File: config.mk
export PLATFORM = sky130hd
export DESIGN_NAME = deal_sequencer
export DESIGN_NICKNAME = d
export VERILOG_FILES = /design/src/rtl/deal_sequencer.sv
export SDC_FILE = /design/constraint.sdc
export NUM_CORES = 1
export LEC_CHECK = 0
export ABC_CLOCK_PERIOD_IN_PS = 6400
export CORE_UTILIZATION = 33
export DETAILED_ROUTE_END_ITERATION = 12
export HOLD_SLACK_MARGIN = 0.12
export PLACE_DENSITY = 0.61
export SYNTH_ARGS = -nofsm -noshare
export SYNTH_HDL_FRONTEND = slang
export SYNTH_SLANG_ARGS = --single-unit
File: constraint.sdc
create_clock -name clk_2K -period 6.4 [get_ports clk_2K]
set_input_delay 1.28 -clock clk_2K [delete_from_list [all_inputs] [get_ports clk_2K]]
set_output_delay 1.28 -clock clk_2K [all_outputs]
set_load 0.1 [all_outputs]
File: src/rtl/deal_sequencer.sv
// BlackJack round controller: deals cards from the free-running counter,
// paces each card with the two-second flag and keeps both hand sums.
`timescale 1ns/1ps

module deal_sequencer #(
   parameter int CNT_WIDTH = 12
) (
   input  logic                 clk_2K,
   input  logic                 i_Reset,
   input  logic                 i_Start,
   input  logic                 i_Hit,
   input  logic                 i_Stay,
   input  logic                 i_TwoSec,
   input  logic [CNT_WIDTH-1:0] i_Count,
   output logic                 o_ActCounter,
   output logic                 o_RstCounter,
   output logic [5:0]           o_PlayerSum,
   output logic [5:0]           o_DealerSum,
   output logic [3:0]           o_Card,
   output logic [1:0]           o_Result,
   output logic                 o_Busy
);

   // state  | meaning
   // IDLE   | after reset, waiting for i_Start
   // DRAW   | one cycle: sample card, update target hand, clear counter
   // WAIT   | counter running, waiting for the two-second flag
   // PLAYER | waiting for i_Hit / i_Stay
   // DEALER | dealer draws below 17, otherwise scores the round
   // DONE   | result shown, waiting for i_Start
   typedef enum logic [2:0] {
      IDLE   = 3'd0,
      DRAW   = 3'd1,
      WAIT   = 3'd2,
      PLAYER = 3'd3,
      DEALER = 3'd4,
      DONE   = 3'd5
   } state_t;

   // Which part of the round a DRAW/WAIT pair belongs to; selects the
   // card target and the state WAIT returns to.
   typedef enum logic [1:0] {
      PH_DEAL   = 2'd0,
      PH_HIT    = 2'd1,
      PH_DEALER = 2'd2
   } phase_t;

   state_t     state, state_nxt;
   phase_t     phase, phase_nxt;
   logic [1:0] deal_idx, deal_idx_nxt;
   logic [5:0] player_sum, player_sum_nxt;
   logic [5:0] dealer_sum, dealer_sum_nxt;
   logic [3:0] player_soft, player_soft_nxt;
   logic [3:0] dealer_soft, dealer_soft_nxt;
   logic [3:0] card, card_nxt;
   logic [1:0] result, result_nxt;

   logic [3:0] rank;
   logic [3:0] card_val;
   logic       is_ace;
   logic       to_dealer;
   logic [5:0] base_sum, add_sum, fix_sum;
   logic [3:0] base_soft, add_soft, fix_soft;

   // Only the low nibble is the card source; upper counter bits are unused.
   logic count_unused;
   assign count_unused = ^i_Count[CNT_WIDTH-1:4];

   always_comb begin
      rank = i_Count[3:0];
      if (rank > 4'd12) begin
         rank = rank - 4'd13;
      end

      is_ace = (rank == 4'd0);
      if (is_ace) begin
         card_val = 4'd11;
      end else if (rank <= 4'd8) begin
         card_val = rank + 4'd1;
      end else begin
         card_val = 4'd10;
      end

      to_dealer = (phase == PH_DEALER) || ((phase == PH_DEAL) && (deal_idx == 2'd1));
      base_sum  = to_dealer ? dealer_sum  : player_sum;
      base_soft = to_dealer ? dealer_soft : player_soft;

      add_sum  = base_sum + {2'b00, card_val};
      add_soft = base_soft + {3'b000, is_ace};

      // One soft ace is hardened at most per card.
      if ((add_sum > 6'd21) && (add_soft != 4'd0)) begin
         fix_sum  = add_sum - 6'd10;
         fix_soft = add_soft - 4'd1;
      end else begin
         fix_sum  = add_sum;
         fix_soft = add_soft;
      end
   end

   always_comb begin
      state_nxt       = state;
      phase_nxt       = phase;
      deal_idx_nxt    = deal_idx;
      player_sum_nxt  = player_sum;
      dealer_sum_nxt  = dealer_sum;
      player_soft_nxt = player_soft;
      dealer_soft_nxt = dealer_soft;
      card_nxt        = card;
      result_nxt      = result;

      case (state)
         IDLE, DONE: begin
            if (i_Start) begin
               player_sum_nxt  = 6'd0;
               dealer_sum_nxt  = 6'd0;
               player_soft_nxt = 4'd0;
               dealer_soft_nxt = 4'd0;
               card_nxt        = 4'd0;
               result_nxt      = 2'b00;
               deal_idx_nxt    = 2'd0;
               phase_nxt       = PH_DEAL;
               state_nxt       = DRAW;
            end
         end

         DRAW: begin
            card_nxt = card_val;
            if (to_dealer) begin
               dealer_sum_nxt  = fix_sum;
               dealer_soft_nxt = fix_soft;
            end else begin
               player_sum_nxt  = fix_sum;
               player_soft_nxt = fix_soft;
            end
            state_nxt = WAIT;
         end

         WAIT: begin
            if (i_TwoSec) begin
               case (phase)
                  PH_DEAL: begin
                     if (deal_idx < 2'd2) begin
                        deal_idx_nxt = deal_idx + 2'd1;
                        state_nxt    = DRAW;
                     end else begin
                        state_nxt = PLAYER;
                     end
                  end
                  PH_HIT: begin
                     if (player_sum > 6'd21) begin
                        result_nxt = 2'b10;
                        state_nxt  = DONE;
                     end else begin
                        state_nxt = PLAYER;
                     end
                  end
                  default: state_nxt = DEALER;
               endcase
            end
         end

         PLAYER: begin
            if (i_Stay) begin
               phase_nxt = PH_DEALER;
               state_nxt = DEALER;
            end else if (i_Hit) begin
               phase_nxt = PH_HIT;
               state_nxt = DRAW;
            end
         end

         DEALER: begin
            if (dealer_sum < 6'd17) begin
               phase_nxt = PH_DEALER;
               state_nxt = DRAW;
            end else begin
               if ((dealer_sum > 6'd21) || (player_sum > dealer_sum)) begin
                  result_nxt = 2'b01;
               end else if (player_sum == dealer_sum) begin
                  result_nxt = 2'b11;
               end else begin
                  result_nxt = 2'b10;
               end
               state_nxt = DONE;
            end
         end

         default: state_nxt = IDLE;
      endcase
   end

   always_ff @(posedge clk_2K or negedge i_Reset) begin
      if (!i_Reset) begin
         state       <= IDLE;
         phase       <= PH_DEAL;
         deal_idx    <= 2'd0;
         player_sum  <= 6'd0;
         dealer_sum  <= 6'd0;
         player_soft <= 4'd0;
         dealer_soft <= 4'd0;
         card        <= 4'd0;
         result      <= 2'b00;
      end else begin
         state       <= state_nxt;
         phase       <= phase_nxt;
         deal_idx    <= deal_idx_nxt;
         player_sum  <= player_sum_nxt;
         dealer_sum  <= dealer_sum_nxt;
         player_soft <= player_soft_nxt;
         dealer_soft <= dealer_soft_nxt;
         card        <= card_nxt;
         result      <= result_nxt;
      end
   end

   // Counter controls and busy decode straight from the state register, so
   // reset drops them without waiting for a clock.
   assign o_ActCounter = (state == WAIT);
   assign o_RstCounter = (state == DRAW);
   assign o_Busy       = (state != IDLE) && (state != DONE);
   assign o_PlayerSum  = player_sum;
   assign o_DealerSum  = dealer_sum;
   assign o_Card       = card;
   assign o_Result     = result;

endmodule

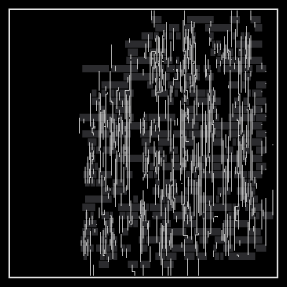
*The metal 2 layer, run 1*
(3 px per um)
299 nets have wire on it. The layer carries 2840 um of wire. The longest straight run is 48.3 um. The wires run mostly vertical. The layer holds 49% of the routed length.

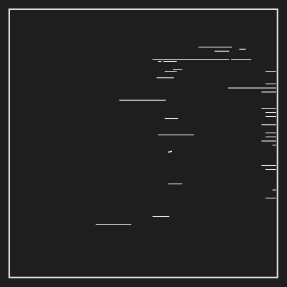
*Signal wires on met3, run 1*
(3 px per um)
28 nets have wire on it. The layer carries 185 um of wire. The longest straight run is 25.3 um. The wires run mostly horizontal. The layer holds 3.2% of the routed length.

==> ci_impl_report.md, run 1 <==
## Implementation flow summary

| Metric | Value |
|---|---|
| Status | `complete, no violations` |
| Die H | `88.9 um` |
| CP delay by family, top | `AND-OR/OR-AND gates` |
| Root Driver | `clkbuf_8` |
| Final Hold Violating Endpoints | `0` |
| Fmax | `roughly 0.19 GHz` |
| Hold EP | `dealer_soft[0]$_DFFE_PN0P_` |
| Largest net degree at the start of global routing | `34` |
| Synthesized instance count | `roughly 300` |
| CP startpoint | `i_Count[0]` |
| Syn Std Cell Area | `2490 sq um` |
| Cell depth of the worst hold path | `2` |
| P&R area growth vs syn | `18.8%` |
| Startpoint of the worst hold path | `dealer_soft[0]$_DFFE_PN0P_` |
| Yosys reg bits | `33` |
| Port bufs | `30` |
| Post-CTS setup buffers | `0` |
| Yosys cell types | `about 48` |
| CTS tree | `built` |
| Top cells by count, synth | `34 x nand2_1, 33 x dfrtp_1, 27 x o21ai_0` |
| Clk_lat worst skew | `approximately 0.29 ns` |
| GRT Overall Usage | `16.0%` |
| Antenna cells | `0` |
| Commonest register cell after synthesis | `dfrtp_1` |
| Worst path cell trace | `clkdlybuf4s50_1, inv_1, ha_1, or2_2, o21ai_0, inv_1, ha_1, or3_1, a21oi_1, o21ai_0, o21a_1, ha_1, o21a_1, a21oi_1, nor3_1, o22ai_2, and2_1, a21oi_1, a22o_1` |
| Critical path's slowest cell | `clkdlybuf4s50_1` |
| Synth area leaders | `dfrtp_1 33%, ha_1 9.0%, o21ai_0 5.4%, nand2_1 5.1%, a21oi_1 4.6%` |
| R2R setup slack | `2.73 ns` |
| Overall routed net length | `between 5000 and 6000 um` |
| Ys Warns | `0` |
| First-pass GRT wire length | `between 9000 and 10000 um` |
| Crit path largest cell delay | `0.51 ns` |
| Count of library flops with an enable pin | `0` |
| Biggest area consumer among synthesized cells | `dfrtp_1` |
| Worst-Margin Slew | `between 1 and 1.5 ns` |
| Floorplan core density | `approximately a third` |
| 1st-iter DRT viols | `96` |
| Detail Route Antenna Nets | `0` |
| DR pass1 iterations | `4` |
| Most frequent cells in the layout | `34 x nand2_1, 33 x dfrtp_1, 30 x clkdlybuf4s50_1` |
| CP Class | `in -> reg` |
| Final Skew | `roughly 0.0045 ns` |
| Vias | `2200` |
| Crit start category | `input pin` |
| I/O pins | `39` |
| Clock-pin slew on the worst setup and hold paths | `0.08 ns` |
| Post-layout nets | `around 360` |
| Max-slew violation count | `0` |
| Endpoints failing setup | `0` |
| Number of max-cap violations | `0` |
| Post-CTS Hold Buffers | `0` |
| Cts repair resizes | `0` |
| CP required | `between 6 and 7 ns` |
| CTS H-tree depth | `2` |
| CTS sink count | `33` |
| CTS Buf Count | `5` |
| Fin worst setup slack | `0.999 ns` |
| Crit share post-route | `84.4%` |
| Worst hold path type | `reg -> reg` |
| Initial antenna violation count | `0` |
| Dpl hpwl | `4380 um` |
| Share of layout cells above drive strength 1 | `7.74%` |
| Minimum clock period after layout | `~5.4 ns` |
| Gpl congestion | `0.820` |
| CP endpoint kind | `flop` |
| Setup slack at placement | `0.702 ns` |
| DRC | `0` |
| Ys cells | `just under 300` |
| Vias in the first global route | `roughly 2100` |
| Most common logic cell in the routed design | `nand2_1` |
| Via-to-Cell Ratio | `5.21` |
| Max FO, Critical Path | `8` |
| R2R cell count | `12` |
| TNS Setup | `0 ns` |
| Area leader share | `between 30% and 40%` |
| DIE AREA | `~7900 sq um` |
| Clock Tree Buf Depth | `2` |
| Count leader, synth | `nand2_1` |
| Critical Path Sink | `o_DealerSum[2]$_DFFE_PN0P_` |
| Buf+Inv Stages, Crit Path | `3` |
| Crit path depth | `19` |
| Syn_area_per_cell | `roughly 8.4 sq um` |
| Worst reg2reg endpoint | `o_DealerSum[2]$_DFFE_PN0P_` |
| Routed len/inst | `13.8 um` |
| Fraction of registers with async set/reset | `100%` |
| Nets at Floorplan | `333` |
| Layout filler cell count | `775` |
| Num rows | `31` |
| Grt ovf | `0` |
| Die X | `slightly below 90 um` |
| Yosys Chip Area | `~2500 sq um` |
| CORE AREA | `between 7000 and 8000 sq um` |
| Worst slew margin | `approximately a quarter` |
| Critical path arrival | `approximately 5.6 ns` |
| Tool warnings | `35` |
| RSZ-0062 raised after global routing | `false` |
| Seq share, synth | `roughly a third` |
| Reg-to-Reg Start | `deal_idx[0]$_DFFE_PN0P_` |
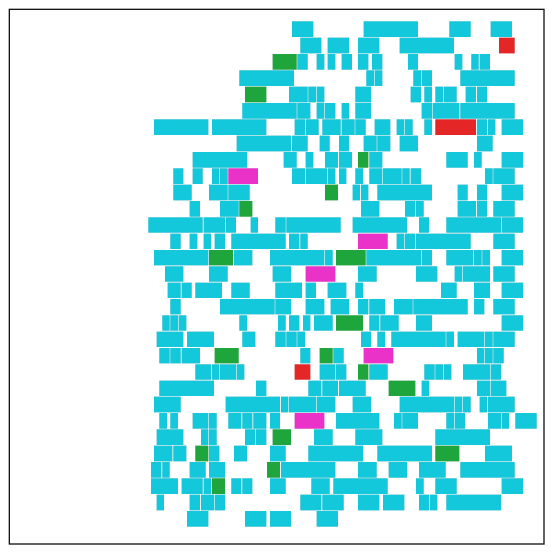
*Sizing map, run 1*
(6 px per um)
Key: _6 and larger = magenta [cells 5]; _3 and _4 cells = red [cells 3]; _2 cells = green [cells 17]; _0 and _1 cells = cyan [cells 298]

run 1: metrics by stage:
stage          hold slack [ns]  std cells  util (%)  cell area (sq um)
2_1_floorplan            0.443        296         -               2490
6_report                 0.484        422      40.6               2960
3_5_place_dp             0.473        414      39.4               2870
3_3_place_gp             0.459        414      39.4               2870
5_1_grt                  0.517        422      40.6               2960
4_1_cts                  0.489        422      40.6               2960
run 1: sequential cells by signal (all words and copies together) (netlist names):
register	cells
phase	2
o_DealerSum	6
o_Result	2
o_PlayerSum	6
o_Card	4
dealer_soft	4
deal_idx	2
state	3
player_soft	4
run 1: cell families after synthesis:
group           share of synthesized area, %
simple gates                            19.1
compound gates                          24.2
buf+inv                                 5.12
flops                                   33.1
fa+ha+maj                               9.84
xor+xnor                                4.57
mux                                     3.97
run 1: layout make-up:
cell class / instances / area (sq um) / share of cell area, %
clock inverters: 3 / 17.5 / 0.592
flip-flops and latches: 33 / 826 / 27.9
multi-input cells: 230 / 1540 / 51.9
clock buffers: 5 / 68.8 / 2.32
repair buffers: 31 / 308 / 10.4
well taps: 99 / 124 / 4.18
inverters: 21 / 78.8 / 2.66
run 1: layer usage:
layer  vias up  GRT usage [%]  share of wire [%]
met2        48           28.0                 49
met5         -              0                  0
met1      1048           20.3                 47
li1       1099              -                  -
met4         0           4.84               0.89
met3         5           2.33                3.2
### Logic cells by family, run 1

(6 px per um)
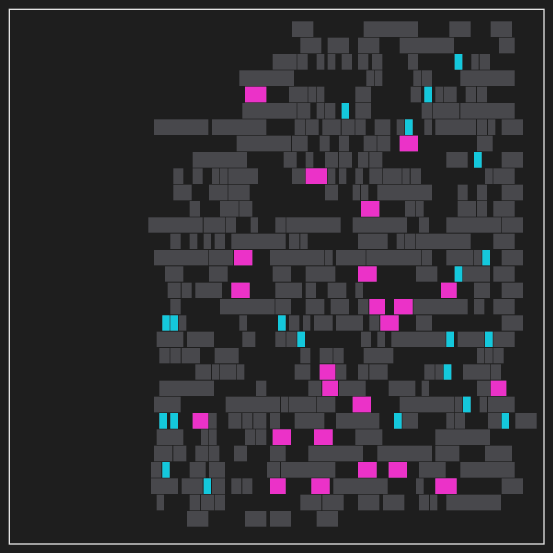

## Run 2: what changed since run 1
--- a/config.mk
+++ b/config.mk
@@ -5,7 +5,7 @@
 export SDC_FILE = /design/constraint.sdc
 export NUM_CORES = 1
 export LEC_CHECK = 0
-export ABC_CLOCK_PERIOD_IN_PS = 6400
+export ABC_CLOCK_PERIOD_IN_PS = 5600
 export CORE_UTILIZATION = 33
 export DETAILED_ROUTE_END_ITERATION = 12
 export HOLD_SLACK_MARGIN = 0.12
==> constraint.sdc (replaced) <==
create_clock -name clk_2K -period 5.6 [get_ports clk_2K]
set_input_delay 1.12 -clock clk_2K [delete_from_list [all_inputs] [get_ports clk_2K]]
set_output_delay 1.12 -clock clk_2K [all_outputs]
set_load 0.1 [all_outputs]
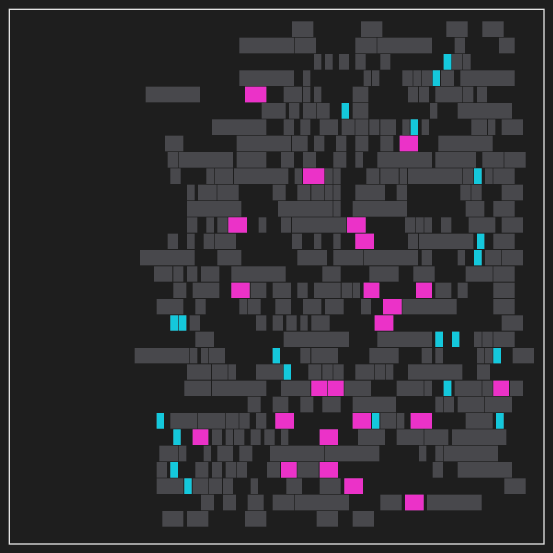
*Logic cells by family, run 2*
(6 px per um)
Key: non-inverting ao/oa cells = magenta [cells 23]; inv cells = cyan [cells 21]

==> run 2 against run 1 <==
Against the previous run: sequential cell count is the same; cell count rose by 0.71%; design area increased by 1.8%; synthesized area stayed put.
==> ci_impl_report.md, run 2 <==
## Implementation flow summary

| Metric | Value |
|---|---|
| Syn Std Cell Area | `between 2000 and 2500 sq um` |
| Final Skew | `0.00524 ns` |
| Crit start category | `input pin` |
| Cts repair resizes | `0` |
| Largest net degree at the start of global routing | `34` |
| Clk_lat worst skew | `0.29 ns` |
| Count leader, synth | `nand2_1` |
| CTS sink count | `33` |
| Endpoints failing setup | `0` |
| Grt ovf | `0` |
| Status | `complete, no violations` |
| Detail Route Antenna Nets | `0` |
| GRT Overall Usage | `16.5%` |
| Dpl hpwl | `approximately 4400 um` |
| Worst-Margin Slew | `1.16 ns` |
| Final Util | `41.3%` |
| Met2 routed WL | `roughly 2800 um` |
| Worst slew margin | `between 20% and 30%` |
| I/O pins | `39` |
| Post-CTS setup buffers | `0` |
| Met3 Track Usage GR | `about 2.5%` |
| Clock-pin slew on the worst setup and hold paths | `roughly 0.08 ns` |
| Area after DPL | `2900 sq um` |
| Fin worst setup slack | `about 0.40 ns` |
| Critical path arrival | `5.39 ns` |
| Fin area | `roughly 3000 sq um` |
| CP endpoint kind | `flop` |
| Commonest register cell after synthesis | `dfrtp_1` |
| Worst path cell trace | `clkdlybuf4s50_1, inv_1, ha_1, or2_2, o21ai_0, inv_1, ha_1, nand2b_1, o21ai_0, nand3_1, o21ai_0, ha_1, or2_2, a21oi_1, a2bb2oi_1, o22ai_2, and2_1, xnor2_1, o31ai_1` |
| Clock Tree Buf Depth | `2` |
| Grt peak-use layer | `met2` |
| Vias | `roughly 2200` |
| Yosys reg bits | `33` |
| Met2 usage | `between 20% and 30%` |
| CORE AREA | `7290 sq um` |
| Fraction of registers with async set/reset | `100%` |
| Crit path largest cell delay | `between 0.5 and 0.6 ns` |
| Initial antenna violation count | `0` |
| Yosys Chip Area | `roughly 2500 sq um` |
| Max-slew violation count | `0` |
| Max FO, Critical Path | `8` |
| First-pass GRT wire length | `~10000 um` |
| Top sig layer | `met4` |
| CTS tree | `built` |
| Count of library flops with an enable pin | `0` |
| Area leader share | `about a third` |
| Ys Warns | `0` |
| Routed len/inst | `13.9 um` |
| Floorplan core density | `around a third` |
| Most common logic cell in the routed design | `nand2_1` |
| Nets at Floorplan | `between 300 and 400` |
| Post-layout nets | `362` |
| RSZ-0062 raised after global routing | `false` |
| DRC | `0` |
| 1st-iter DRT viols | `~98` |
| Worst hold path type | `reg -> reg` |
| Antenna cells | `0` |
| Biggest area consumer among synthesized cells | `dfrtp_1` |
| Port bufs | `30` |
| Synthesized instance count | `around 300` |
| Most frequent cells in the layout | `34 x nand2_1, 33 x dfrtp_1, 30 x clkdlybuf4s50_1` |
| Share of layout cells above drive strength 1 | `a little over 8%` |
| Setup slack at placement | `0.121 ns` |
| R2R setup slack | `2.02 ns` |
| TNS Setup | `0 ns` |
| Synth area leaders | `dfrtp_1 33%, ha_1 9.0%, o21ai_0 5.4%, nand2_1 5.1%, a21oi_1 4.6%` |
| Cell depth of the worst hold path | `2` |
| Die H | `88.9 um` |
| Hold Slack | `around 0.49 ns` |
| Fmax | `a little under 0.2 GHz` |
| Num rows | `31` |
| Minimum clock period after layout | `around 5.2 ns` |
| DR pass1 iterations | `4` |
| Ys cells | `roughly 300` |
| Gpl congestion | `0.791` |
| Seq share, synth | `approximately a third` |
| R2R cell count | `12` |
| DIE AREA | `between 7000 and 8000 sq um` |
| Post-CTS Hold Buffers | `0` |
| Critical path's slowest cell | `clkdlybuf4s50_1` |
| Vias in the first global route | `2102` |
| Root Driver | `clkbuf_8` |
| Tool warnings | `35` |
| # placed instances | `between 400 and 500` |
| Crit share post-route | `92.9%` |
run 2: worst max-delay path, delay by kind of cell:
family                     cells  cell delay (ns)
buffers and inverters          3             0.71
xor gates and xnor gates       1             0.18
and+or+nand+nor                5             1.18
adders and majority gates      3             0.84
AOI/OAI and AO/OA              7             1.36
run 2: area by class of cell:
class                   count  area (sq um)
inverters                  21          78.8
flip-flops and latches     33           826
well taps                  99           124
clock buffers               7          86.3
repair buffers             34           330
clock inverters             1          30.0
fillers                   764          4280
multi-input cells         230          1540
run 2: worst paths after layout:
| check | from | endpoint |
|---|---|---|
| max | i_Count[0] | o_PlayerSum[1]$_DFFE_PN0P_ |
| min | player_soft[0]$_DFFE_PN0P_ | player_soft[0]$_DFFE_PN0P_ |
| max reg2reg | deal_idx[0]$_DFFE_PN0P_ | o_PlayerSum[1]$_DFFE_PN0P_ |
| min reg2reg | player_soft[0]$_DFFE_PN0P_ | player_soft[0]$_DFFE_PN0P_ |
| max in group asynchronous | i_Reset | o_PlayerSum[0]$_DFFE_PN0P_ |
| min in group asynchronous | i_Reset | deal_idx[0]$_DFFE_PN0P_ |
run 2: kinds of logic (layout without fill, tap and decap cells):
family	after synthesis	in the layout	share of synthesized area, %
compound gates	91	91	24.2
xor+xnor	13	13	4.57
fa+ha+maj	19	19	9.84
buf+inv	33	63	5.12
flops	33	33	33.1
mux	9	9	3.97
simple gates	98	98	19.1
### Routing congestion map, run 2

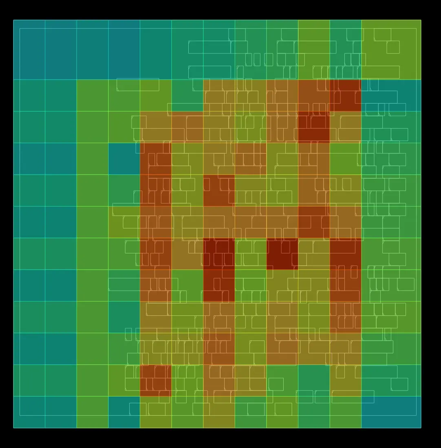

## Run 3: what changed since run 2
--- a/config.mk
+++ b/config.mk
@@ -10,6 +10,7 @@
 export DETAILED_ROUTE_END_ITERATION = 12
 export HOLD_SLACK_MARGIN = 0.12
 export PLACE_DENSITY = 0.61
+export REMOVE_ABC_BUFFERS = 1
 export SYNTH_ARGS = -nofsm -noshare
 export SYNTH_HDL_FRONTEND = slang
 export SYNTH_SLANG_ARGS = --single-unit
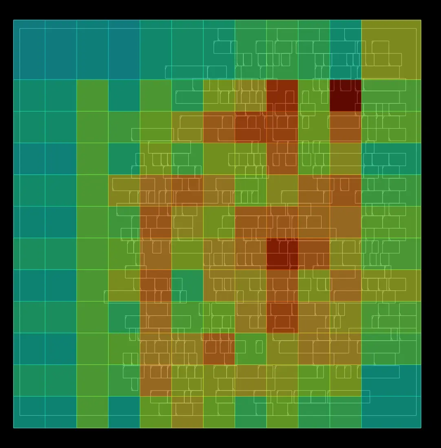
*Routing congestion map, run 3*
GRT Overall Usage: 16.1%
Final Util: 41.3%
grt peak-use layer: met2
routed len/inst: 13.6 um
met2 usage: 27.3%

==> run 3 against run 2 <==
Against the previous run: sequential share of layout area unchanged; global-route usage down 0.40 points; die size unchanged; highest routed layer unchanged; worst setup slack worse by 0.00064 ns; routed wire length down 1.6%; synthesized area unchanged.
==> ci_impl_report.md, run 3 <==
## Implementation flow summary

| Metric | Value |
|---|---|
| Comb gate area | `1540 sq um` |
| CORE AREA | `between 7000 and 8000 sq um` |
| Endpoints failing setup | `0` |
| Worst reg2reg endpoint | `o_DealerSum[2]$_DFFE_PN0P_` |
| CP endpoint kind | `flop` |
| Layout filler cell count | `~770` |
| Reg-to-Reg Start | `deal_idx[0]$_DFFE_PN0P_` |
| Fmax | `between 0.15 and 0.2 GHz` |
| Max FO, Critical Path | `8` |
| Seq share, synth | `between 30 and 40%` |
| CP delay by family, top | `AND-OR/OR-AND gates` |
| Commonest register cell after synthesis | `dfrtp_1` |
| Startpoint of the worst hold path | `player_soft[0]$_DFFE_PN0P_` |
| Top non-seq family | `AND-OR/OR-AND gates` |
| Worst slew margin | `between 20% and 30%` |
| Detail Route Antenna Nets | `0` |
| Setup slack at placement | `between 0.1 and 0.15 ns` |
| TNS Setup | `0 ns` |
| Ys Warns | `0` |
| Critical path arrival | `5.43 ns` |
| Gpl congestion | `0.784` |
| Count leader, synth | `nand2_1` |
| P&R area growth vs syn | `20.9%` |
| Yosys reg bits | `33` |
| Floorplan core density | `34.2%` |
| Syn_area_per_cell | `8.42 sq um` |
| Post-layout nets | `about 360` |
| Status | `complete, no violations` |
| Port bufs | `30` |
| Fin area | `between 3000 and 4000 sq um` |
| CTS Buf Count | `5` |
| Synth area leaders | `dfrtp_1 33%, ha_1 9.0%, o21ai_0 5.4%, nand2_1 5.1%, a21oi_1 4.6%` |
| Buf+Inv Stages, Crit Path | `3` |
| Crit start category | `input pin` |
| Crit share post-route | `about 93%` |
| 1st-iter DRT viols | `about 150` |
| Root Driver | `clkbuf_8` |
| Fin worst setup slack | `0.395 ns` |
| Initial antenna violation count | `0` |
| Cell depth of the worst hold path | `2` |
| Die H | `about 89 um` |
| Count of library flops with an enable pin | `0` |
| Syn Std Cell Area | `2490 sq um` |
| Share of layout cells above drive strength 1 | `8.28%` |
| Final Skew | `roughly 0.0059 ns` |
| DR pass1 iterations | `5` |
| DIE AREA | `7900 sq um` |
| Number of max-cap violations | `0` |
| Overall routed net length | `approximately 5800 um` |
| Num rows | `31` |
| Via-to-Cell Ratio | `roughly 5.2` |
| Worst path cell trace | `clkdlybuf4s50_1, inv_1, ha_1, or2_2, o21ai_0, inv_1, ha_1, nand2b_1, o21ai_0, nand3_1, o21ai_0, ha_1, or2_2, a21oi_1, a2bb2oi_1, o22ai_2, and2_1, a21oi_1, a22o_1` |
| Vias in the first global route | `about 2100` |
| Vias | `between 2000 and 2500` |
| Largest net degree at the start of global routing | `34` |
| Grt ovf | `0` |
| Worst-Margin Slew | `approximately 1.2 ns` |
| Basic Gates by Area | `about a fifth` |
| Max-slew violation count | `0` |
| Most common logic cell in the routed design | `nand2_1` |
| Worst hold path type | `reg -> reg` |
| CP Class | `in -> reg` |
| Mux cell area share after synthesis | `3.97%` |
| CTS H-tree depth | `2` |
| R2R setup slack | `between 1.5 and 2 ns` |
| Fraction of registers with async set/reset | `100%` |
| Minimum clock period after layout | `about 5.2 ns` |
| CTS sink count | `33` |
| Critical path's slowest cell | `clkdlybuf4s50_1` |
| CTS tree | `built` |
| Hold EP | `player_soft[0]$_DFFE_PN0P_` |
| Post-CTS setup buffers | `0` |
| First-pass GRT wire length | `between 9000 and 10000 um` |
| Register Area | `approximately 830 sq um` |
| Ys cells | `296` |
| CP required | `around 5.8 ns` |
| Xor and xnor fraction of the mapped netlist area | `4.57%` |
| # placed instances | `between 400 and 500` |
| Finished Layout Cells | `425` |
| Clk_lat worst skew | `around 0.29 ns` |
## run 3: cell counts after synthesis
Identical to the previous run, type by type.
## run 3: cell families (layout without fill, tap and decap cells)
| family | Yosys count | after routing |
|---|---|---|
| AND-OR/OR-AND | 91 | 91 |
| XOR/XNOR | 13 | 13 |
| adder cells (fa/ha/maj) | 19 | 19 |
| buffers and inverters | 33 | 63 |
| flip-flops | 33 | 33 |
| multiplexers | 9 | 9 |
| AND/OR/NAND/NOR | 98 | 98 |
## run 3: worst max path at each step
stage	depth (start not counted)	to	slack (ns)	startpoint
final	19	o_DealerSum[2]$_DFFE_PN0P_	0.39	i_Count[0]
after global routing	19	o_DealerSum[2]$_DFFE_PN0P_	0.04	i_Count[0]
after CTS	19	o_DealerSum[2]$_DFFE_PN0P_	0.38	i_Count[0]
after detailed placement	19	o_DealerSum[2]$_DFFE_PN0P_	0.11	i_Count[0]
after global placement	19	o_DealerSum[2]$_DFFE_PN0P_	0.23	i_Count[0]
after floorplan	16	o_DealerSum[1]$_DFFE_PN0P_	1.04	i_Count[0]
## run 3: cell type report
cell class,instances,area share [%]
Multi-Input combinational cell,230,51.0
Sequential cell,33,27.4
Clock inverter,1,0.997
Timing Repair Buffer,34,11.0
Tap cell,99,4.11
Clock buffer,7,2.87
Inverter,21,2.62
## run 3: metal layers
metal	vias to the layer above	GRT usage, %	routed length (um)
met1	1056	21.2	2800
met2	36	27.3	2740
li1	1110	-	-
met5	-	0	0
met4	0	4.84	81
met3	6	2.52	173
